$ cat config.mk
export PLATFORM = sky130hd
export DESIGN_NAME = vga_timing_decoder
export DESIGN_NICKNAME = d
export VERILOG_FILES = /design/src/rtl/variable_pkg.sv /design/src/rtl/vga_pos_counter.sv /design/src/rtl/vga_timing_decoder.sv
export SDC_FILE = /design/constraint.sdc
export NUM_CORES = 1
export LEC_CHECK = 0
export CAP_MARGIN = 25
export CELL_PAD_IN_SITES_DETAIL_PLACEMENT = 1
export CELL_PAD_IN_SITES_GLOBAL_PLACEMENT = 2
export CORE_ASPECT_RATIO = 1.4
export CORE_MARGIN = 1
export CORE_UTILIZATION = 36
export CTS_CLUSTER_DIAMETER = 60
export DETAILED_ROUTE_END_ITERATION = 8
export PLACE_DENSITY = 0.91
export SLEW_MARGIN = 0
export SYNTH_ARGS = -nofsm -noshare
export SYNTH_HDL_FRONTEND = slang
export SYNTH_SLANG_ARGS = --single-unit
$ cat constraint.sdc
create_clock -name clk -period 8.3 [get_ports clk]
set_input_delay 1.66 -clock clk [delete_from_list [all_inputs] [get_ports clk]]
set_output_delay 1.66 -clock clk [all_outputs]
set_load 0.02 [all_outputs]
$ cat src/rtl/variable_pkg.sv
// Shared 1024x768@60 timing constants and the decoder's state type.
// Used by the generator side and by vga_timing_decoder / vga_pos_counter.
package variable_pkg;

   localparam int HOR_TOTAL_TIME  = 1344;
   localparam int HOR_BLANK_START = 1024;
   localparam int HOR_BLANK_END   = 1344;
   localparam int HOR_SYNC_START  = 1048;
   localparam int HOR_SYNC_TIME   = 136;

   localparam int VER_TOTAL_TIME  = 806;
   localparam int VER_BLANK_START = 768;
   localparam int VER_BLANK_END   = 806;
   localparam int VER_SYNC_START  = 771;
   localparam int VER_SYNC_TIME   = 6;

   localparam int HOR_TOTAL = HOR_BLANK_END;
   localparam int VER_TOTAL = VER_BLANK_END;

   typedef enum logic [1:0] {SEARCH, H_ALIGN, LOCKED} vga_dec_state_t;

endpackage

$ cat src/rtl/vga_pos_counter.sv
// Recovered raster position counter.
//   h_clr / v_clr : load zero (takes priority over enable)
//   h_en          : advance h, wrapping at H_TOTAL
//   v_en          : advance v on the h wrap, wrapping at V_TOTAL
//   h_cur / v_cur : registered position
//   h_nxt / v_nxt : position one pixel after h_cur/v_cur (the expected
//                   position of the sample being taken this cycle)
module vga_pos_counter #(
   parameter int H_TOTAL = 1344,
   parameter int V_TOTAL = 806,
   parameter int CNT_W   = 11
) (
   input  logic             clk,
   input  logic             rst_n,
   input  logic             h_clr,
   input  logic             h_en,
   input  logic             v_clr,
   input  logic             v_en,
   output logic [CNT_W-1:0] h_cur,
   output logic [CNT_W-1:0] v_cur,
   output logic [CNT_W-1:0] h_nxt,
   output logic [CNT_W-1:0] v_nxt
);

   localparam logic [CNT_W-1:0] H_LAST = CNT_W'(H_TOTAL - 1);
   localparam logic [CNT_W-1:0] V_LAST = CNT_W'(V_TOTAL - 1);

   logic [CNT_W-1:0] h_q, h_d;
   logic [CNT_W-1:0] v_q, v_d;
   logic             h_wrap;

   always_comb begin
      h_wrap = (h_q == H_LAST);
      h_nxt  = h_wrap ? '0 : h_q + CNT_W'(1);
      v_nxt  = v_q;
      if (h_wrap) begin
         v_nxt = (v_q == V_LAST) ? '0 : v_q + CNT_W'(1);
      end

      h_d = h_q;
      if (h_clr) begin
         h_d = '0;
      end else if (h_en) begin
         h_d = h_nxt;
      end

      v_d = v_q;
      if (v_clr) begin
         v_d = '0;
      end else if (v_en) begin
         v_d = v_nxt;
      end
   end

   always_ff @(posedge clk or negedge rst_n) begin
      if (!rst_n) begin
         h_q <= '0;
         v_q <= '0;
      end else begin
         h_q <= h_d;
         v_q <= v_d;
      end
   end

   assign h_cur = h_q;
   assign v_cur = v_q;

endmodule

$ cat src/rtl/vga_timing_decoder.sv
// Receive-side VGA timing monitor: locks onto an hsync/vsync/hblnk/vblnk
// bus, regenerates hcount/vcount and checks every sample against the
// 1024x768@60 timing.
//   clk, rst_n                     : pixel clock, async active-low reset
//   hsync_in/vsync_in/hblnk_in/vblnk_in : incoming timing bus
//   hcount_out/vcount_out          : recovered position (0 when not tracked)
//   locked / h_locked              : full lock / horizontal lock
//   frame_start                    : pulse at (0,0) while locked
//   err_pulse / err_cnt            : mismatch pulse and saturating count
//
// state   | meaning
// --------+-----------------------------------------------------------
// SEARCH  | no tracking; waiting for a falling hblnk edge
// H_ALIGN | h tracked, hblnk/hsync checked; waiting for a frame start
// LOCKED  | h and v tracked, all four bus signals checked
module vga_timing_decoder
   import variable_pkg::*;
#(
   parameter int HOR_TOTAL = variable_pkg::HOR_TOTAL,
   parameter int VER_TOTAL = variable_pkg::VER_TOTAL,
   parameter int CNT_W     = 11,
   parameter int ERR_W     = 8
) (
   input  logic             clk,
   input  logic             rst_n,
   input  logic             hsync_in,
   input  logic             vsync_in,
   input  logic             hblnk_in,
   input  logic             vblnk_in,
   output logic [CNT_W-1:0] hcount_out,
   output logic [CNT_W-1:0] vcount_out,
   output logic             locked,
   output logic             h_locked,
   output logic             frame_start,
   output logic             err_pulse,
   output logic [ERR_W-1:0] err_cnt
);

   localparam logic [CNT_W-1:0] HB_START = CNT_W'(HOR_BLANK_START);
   localparam logic [CNT_W-1:0] HS_START = CNT_W'(HOR_SYNC_START);
   localparam logic [CNT_W-1:0] HS_END   = CNT_W'(HOR_SYNC_START + HOR_SYNC_TIME);
   localparam logic [CNT_W-1:0] VB_START = CNT_W'(VER_BLANK_START);
   localparam logic [CNT_W-1:0] VS_START = CNT_W'(VER_SYNC_START);
   localparam logic [CNT_W-1:0] VS_END   = CNT_W'(VER_SYNC_START + VER_SYNC_TIME);

   vga_dec_state_t   state_q, state_d;
   logic             prev_hblnk_q, prev_vblnk_q;
   logic             frame_start_q, frame_start_d;
   logic             err_pulse_q, err_pulse_d;
   logic [ERR_W-1:0] err_cnt_q, err_cnt_d;

   logic             h_edge, v_edge;
   logic             h_clr, h_en, v_clr, v_en;
   logic             h_mis, v_mis, mismatch;
   logic [CNT_W-1:0] h_cur, v_cur, h_nxt, v_nxt;

   vga_pos_counter #(
      .H_TOTAL (HOR_TOTAL),
      .V_TOTAL (VER_TOTAL),
      .CNT_W   (CNT_W)
   ) u_pos (
      .clk   (clk),
      .rst_n (rst_n),
      .h_clr (h_clr),
      .h_en  (h_en),
      .v_clr (v_clr),
      .v_en  (v_en),
      .h_cur (h_cur),
      .v_cur (v_cur),
      .h_nxt (h_nxt),
      .v_nxt (v_nxt)
   );

   always_comb begin
      h_edge = prev_hblnk_q & ~hblnk_in;
      v_edge = prev_vblnk_q & ~vblnk_in;

      // Expected bus values for the position this sample should occupy.
      h_mis = (hblnk_in != (h_nxt >= HB_START)) |
              (hsync_in != ((h_nxt >= HS_START) && (h_nxt < HS_END)));
      v_mis = (vblnk_in != (v_nxt >= VB_START)) |
              (vsync_in != ((v_nxt >= VS_START) && (v_nxt < VS_END)));

      // Default: counters held at zero, which is also the clear on mismatch.
      state_d  = state_q;
      h_clr    = 1'b1;
      h_en     = 1'b0;
      v_clr    = 1'b1;
      v_en     = 1'b0;
      mismatch = 1'b0;

      case (state_q)
         SEARCH: begin
            if (h_edge) begin
               state_d = v_edge ? LOCKED : H_ALIGN;
            end
         end
         H_ALIGN: begin
            if (h_mis) begin
               mismatch = 1'b1;
               state_d  = SEARCH;
            end else begin
               h_clr = 1'b0;
               h_en  = 1'b1;
               if (h_edge && v_edge) begin
                  state_d = LOCKED;
               end
            end
         end
         LOCKED: begin
            if (h_mis || v_mis) begin
               mismatch = 1'b1;
               state_d  = SEARCH;
            end else begin
               h_clr = 1'b0;
               h_en  = 1'b1;
               v_clr = 1'b0;
               v_en  = 1'b1;
            end
         end
         default: state_d = SEARCH;
      endcase

      frame_start_d = (state_d == LOCKED) &&
                      (h_clr || (h_nxt == '0)) &&
                      (v_clr || (v_nxt == '0));
      err_pulse_d   = mismatch;
      err_cnt_d     = err_cnt_q;
      if (mismatch && (err_cnt_q != {ERR_W{1'b1}})) begin
         err_cnt_d = err_cnt_q + ERR_W'(1);
      end
   end

   always_ff @(posedge clk or negedge rst_n) begin
      if (!rst_n) begin
         state_q       <= SEARCH;
         prev_hblnk_q  <= 1'b0;
         prev_vblnk_q  <= 1'b0;
         frame_start_q <= 1'b0;
         err_pulse_q   <= 1'b0;
         err_cnt_q     <= '0;
      end else begin
         state_q       <= state_d;
         prev_hblnk_q  <= hblnk_in;
         prev_vblnk_q  <= vblnk_in;
         frame_start_q <= frame_start_d;
         err_pulse_q   <= err_pulse_d;
         err_cnt_q     <= err_cnt_d;
      end
   end

   // Counters are forced to zero outside their tracking states, so the
   // registered counts can drive the outputs directly.
   assign hcount_out  = h_cur;
   assign vcount_out  = v_cur;
   assign locked      = (state_q == LOCKED);
   assign h_locked    = (state_q != SEARCH);
   assign frame_start = frame_start_q;
   assign err_pulse   = err_pulse_q;
   assign err_cnt     = err_cnt_q;

endmodule

Figure 1. Floorplan with the power grid.
The bar under the picture is 20 microns long. Pins as bars on the die edge.
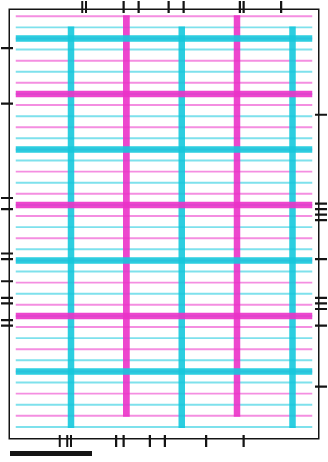
Key: magenta = VDD; cyan = VSS
5 straps on met4. The core has 37 rows.

Figure 2. Cell classes on the final placement.
The bar under the picture is 20 microns long.
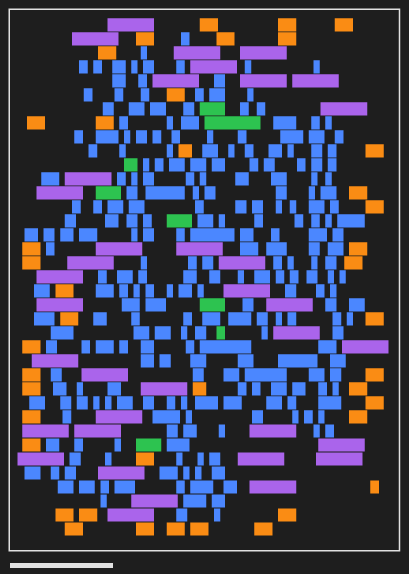
Key: orange = remaining buffers and delay cells [cells 41, share of their area 13%]; purple = registers [cells 36, share of their area 29%]; green = clock drivers and dummy loads [cells 8, share of their area 3.6%]; blue = remaining logic cells [cells 254, share of their area 55%]
Core ar.: 7315 sq um
Finished Core Util: 0.4424
sequential share of cell area: 0.2784

==> impl_metrics.env <==
# flow metrics
export IMPL_cts_root_buf="clkbuf_8"
export IMPL_yosysTopAreaCell="dfrtp_1"
export IMPL_synthesis_area_sq_um=2723
export IMPL_globalRoute_busiestLayer="met2"
export IMPL_hold_viol_final=0
export IMPL_n_antenna_cell=0
export IMPL_num_rows=37
export IMPL_clock_sinks=36
export IMPL_clk_pin_slew_worst_paths_ps=80
export IMPL_synth_flops=36
export IMPL_setup_slack_ps=3920
export IMPL_grt_pass1_wl_microns=12870
export IMPL_hp_class="register to register"
export IMPL_fmax_mhz=228.3
export IMPL_routedWlPerCell_microns=17.89
export IMPL_top_layer_used="met4"
export IMPL_tns_ps=0
export IMPL_initCoreUtil=0.3722
export IMPL_hold_ws_ps=518.2
export IMPL_outcome="finished clean"
export IMPL_edf_count=0
export IMPL_place_congestion=0.8342
export IMPL_final_nets=352
export IMPL_post_place_ws_ps=3814
export IMPL_synth_logic_top_family="simple AND/OR/NAND/NOR gates"
export IMPL_cp_required_ps=8490
export IMPL_area_delta_synth_final_pct=18.84
export IMPL_worst_pin_slew_ps=870.0
export IMPL_drt_met1_wl_microns=3111
export IMPL_crit_buf_inv=0
export IMPL_insertion_delay_ps=300
export IMPL_mux_share=0.03079
export IMPL_cp_end_kind="register"
export IMPL_drv_cap=0
export IMPL_cp_data_arrival_time_ps=4570
export IMPL_met3_length_microns=204
export IMPL_setup_worst_path_start_class="register"
export IMPL_grt_pass1_vias=2617
export IMPL_ctsResizeCount=0
export IMPL_critPathMaxStageDelay_ps=710
export IMPL_fin_area_sq_um=3236
export IMPL_xor_share=0.04688
export IMPL_dr_pass1_iters=4
export IMPL_num_vias=2571
export IMPL_grt_max_degree=37
export IMPL_io_buffers=39
export IMPL_ys_area_sq_um=2723
export IMPL_grt_antenna_before_repair=0
export IMPL_use_met3=0.02989
export IMPL_skew_ps=2.583
export IMPL_rsz0062_at_grt="false"
export IMPL_cpMostUsedCell="mux2_1"
export IMPL_timing_final_crit_period_ps=4380
export IMPL_synth_cells=312
export IMPL_vdd_drop_max_v=0.0001218
export IMPL_final_cells=436
export IMPL_syn_avg_cell_area_sq_um=8.726
export IMPL_post_cts_buffers=0
export IMPL_die_x_microns=75.50
export IMPL_crit_chain="ha_1, and4_1, nand4_1, mux2_1, o22a_1, o32a_1, and4b_1, o32ai_4, nor2_1, mux2_1"
export IMPL_top_cells_by_count="dfrtp_1 (36), nor2_1 (30), nand3_1 (23)"
export IMPL_async_reset_ff_frac=1.000
export IMPL_syn_nets=326
export IMPL_dieArea_sq_um=7920
export IMPL_critPathKind="register to register"
export IMPL_route_met2_wl_microns=4261
export IMPL_yosys_warnings=0
export IMPL_cts_buffers_inserted=5
export IMPL_ys_seq_share=0.3309
export IMPL_place_area_sq_um=3124
export IMPL_htreeDepth=2
export IMPL_cts_tree="built"
export IMPL_use_met2=0.3890
export IMPL_drt_iter0_markers=70
export IMPL_drt_total_wl_microns=7799
export IMPL_chipHeight_microns=104.9
export IMPL_ys_sh_aoi=0.1921
export IMPL_clk_path_buf_depth=2
export IMPL_antenna_left=0
export IMPL_use_met1=0.2350
export IMPL_top_cell_area_share=0.3309
export IMPL_via_per_inst=5.897
export IMPL_p_leak_nw=1.172
export IMPL_drc_errors=0
export IMPL_synth_top_cell_by_count="dfrtp_1"
export IMPL_yosys_stat_cells=312
export IMPL_grt_use_total=0.2131
export IMPL_setup_viol=0
export IMPL_cp_max_fo=21
export IMPL_p_per_area_nw_per_um2=166.2
export IMPL_yosysUniqueCellTypes=66
export IMPL_ys_sh_adder=0.03676
export IMPL_dp_cells=428
export IMPL_postCtsHoldBufs=0
export IMPL_slew_limit_headroom=0.4183
export IMPL_finalMaxSlewViolations=0
export IMPL_simple_gate_share=0.3074
export IMPL_cpMaxStageDelayCell="nand4_1"
export IMPL_warning_count=30
export IMPL_synthFlopType="dfrtp_1"
export IMPL_power_mw=0.5377
export IMPL_grt_overflow=0
export IMPL_drive_gt1_frac=0.06785
export IMPL_area_leaders="dfrtp_1 (33%), nand3_1 (4.2%), nor2_1 (4.1%)"
export IMPL_fillerInstances=886
export IMPL_dp_hpwl_microns=5790
export IMPL_critPathTopFamily="simple AND/OR/NAND/NOR gates"
export IMPL_final_period_utilization=0.5277
export IMPL_io_pins=40
Figure 3. Routed clock nets over the placement.
The bar under the picture is 20 microns long.
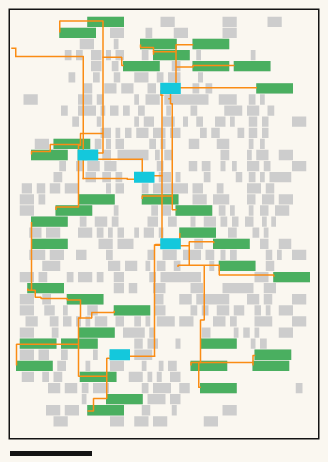
Key: orange = clock wires [length 577 microns]; cyan = clock-net drivers [count 5]; green = flip-flops [count 36]
Position of the flops: spread over the die.

Figure 4. Signal wires by layer.
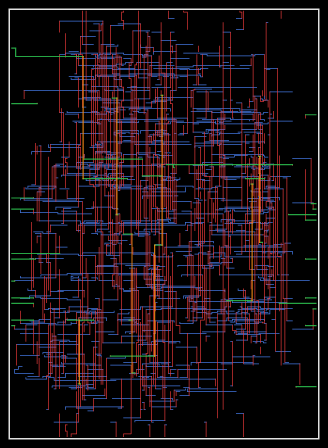
Key: red = M2 [wire length 4260 microns]; green = M3 [wire length 205 microns]; orange = M4 [wire length 222 microns]; blue = M1 [wire length 3110 microns]

[layout by cell type, fill, tap and decap left out, types with 6 or more instances in the layout]
cell type and instances:
clkdlybuf4s50_1 38, dfrtp_1 36, nor2_1 30, nand3_1 23, a21oi_1 20, nand2_1 19, o21ai_0 12, a31oi_1 10
nor3_1 10, nand4_1 9, inv_1 8, ha_1 8, and2_1 7, xor2_1 7, or4_1 6
[cell type report]
| class | count | area, sq um | area share |
|---|---|---|---|
| Inverter | 8 | 30.03 | 0.009281 |
| Sequential cell | 36 | 900.9 | 0.2784 |
| Tap cell | 97 | 121.4 | 0.03751 |
| Clock inverter | 3 | 42.54 | 0.01315 |
| Multi-Input combinational cell | 246 | 1672 | 0.5166 |
| Timing Repair Buffer | 41 | 400.4 | 0.1237 |
| Clock buffer | 5 | 68.82 | 0.02127 |
[flip-flops by register name (all words and copies together), names as in the netlist]
name / count
err_cnt: 8
err_pulse: 1
frame_start: 1
prev_hblnk_q: 1
prev_vblnk_q: 1
state_q: 2
u_pos.h_cur: 11
u_pos.v_cur: 11
[where the power goes]
group	switching [mW]	internal [mW]	leakage, nW
registers	0.0193	0.192	0.479
clock network	0.0717	0.0889	0.0541
logic	0.100	0.0655	0.639
[path summary, 6_finish.rpt]
| check | start | end | slack (ps) | cells past startpoint |
|---|---|---|---|---|
| worst max-delay path | u_pos.h_cur[0] | err_cnt[4] | 3920 | 10 |
| worst min-delay path | err_cnt[2] | err_cnt[2] | 520 | 1 |
| worst max register to register | u_pos.h_cur[0] | err_cnt[4] | 3920 | 10 |
| worst min register to register | err_cnt[2] | err_cnt[2] | 520 | 1 |
| max in group asynchronous | rst_n | u_pos.h_cur[0] | 6310 | 1 |
| min in group asynchronous | rst_n | u_pos.v_cur[4] | 1460 | 1 |
Power and IR drop assume default switching activity.
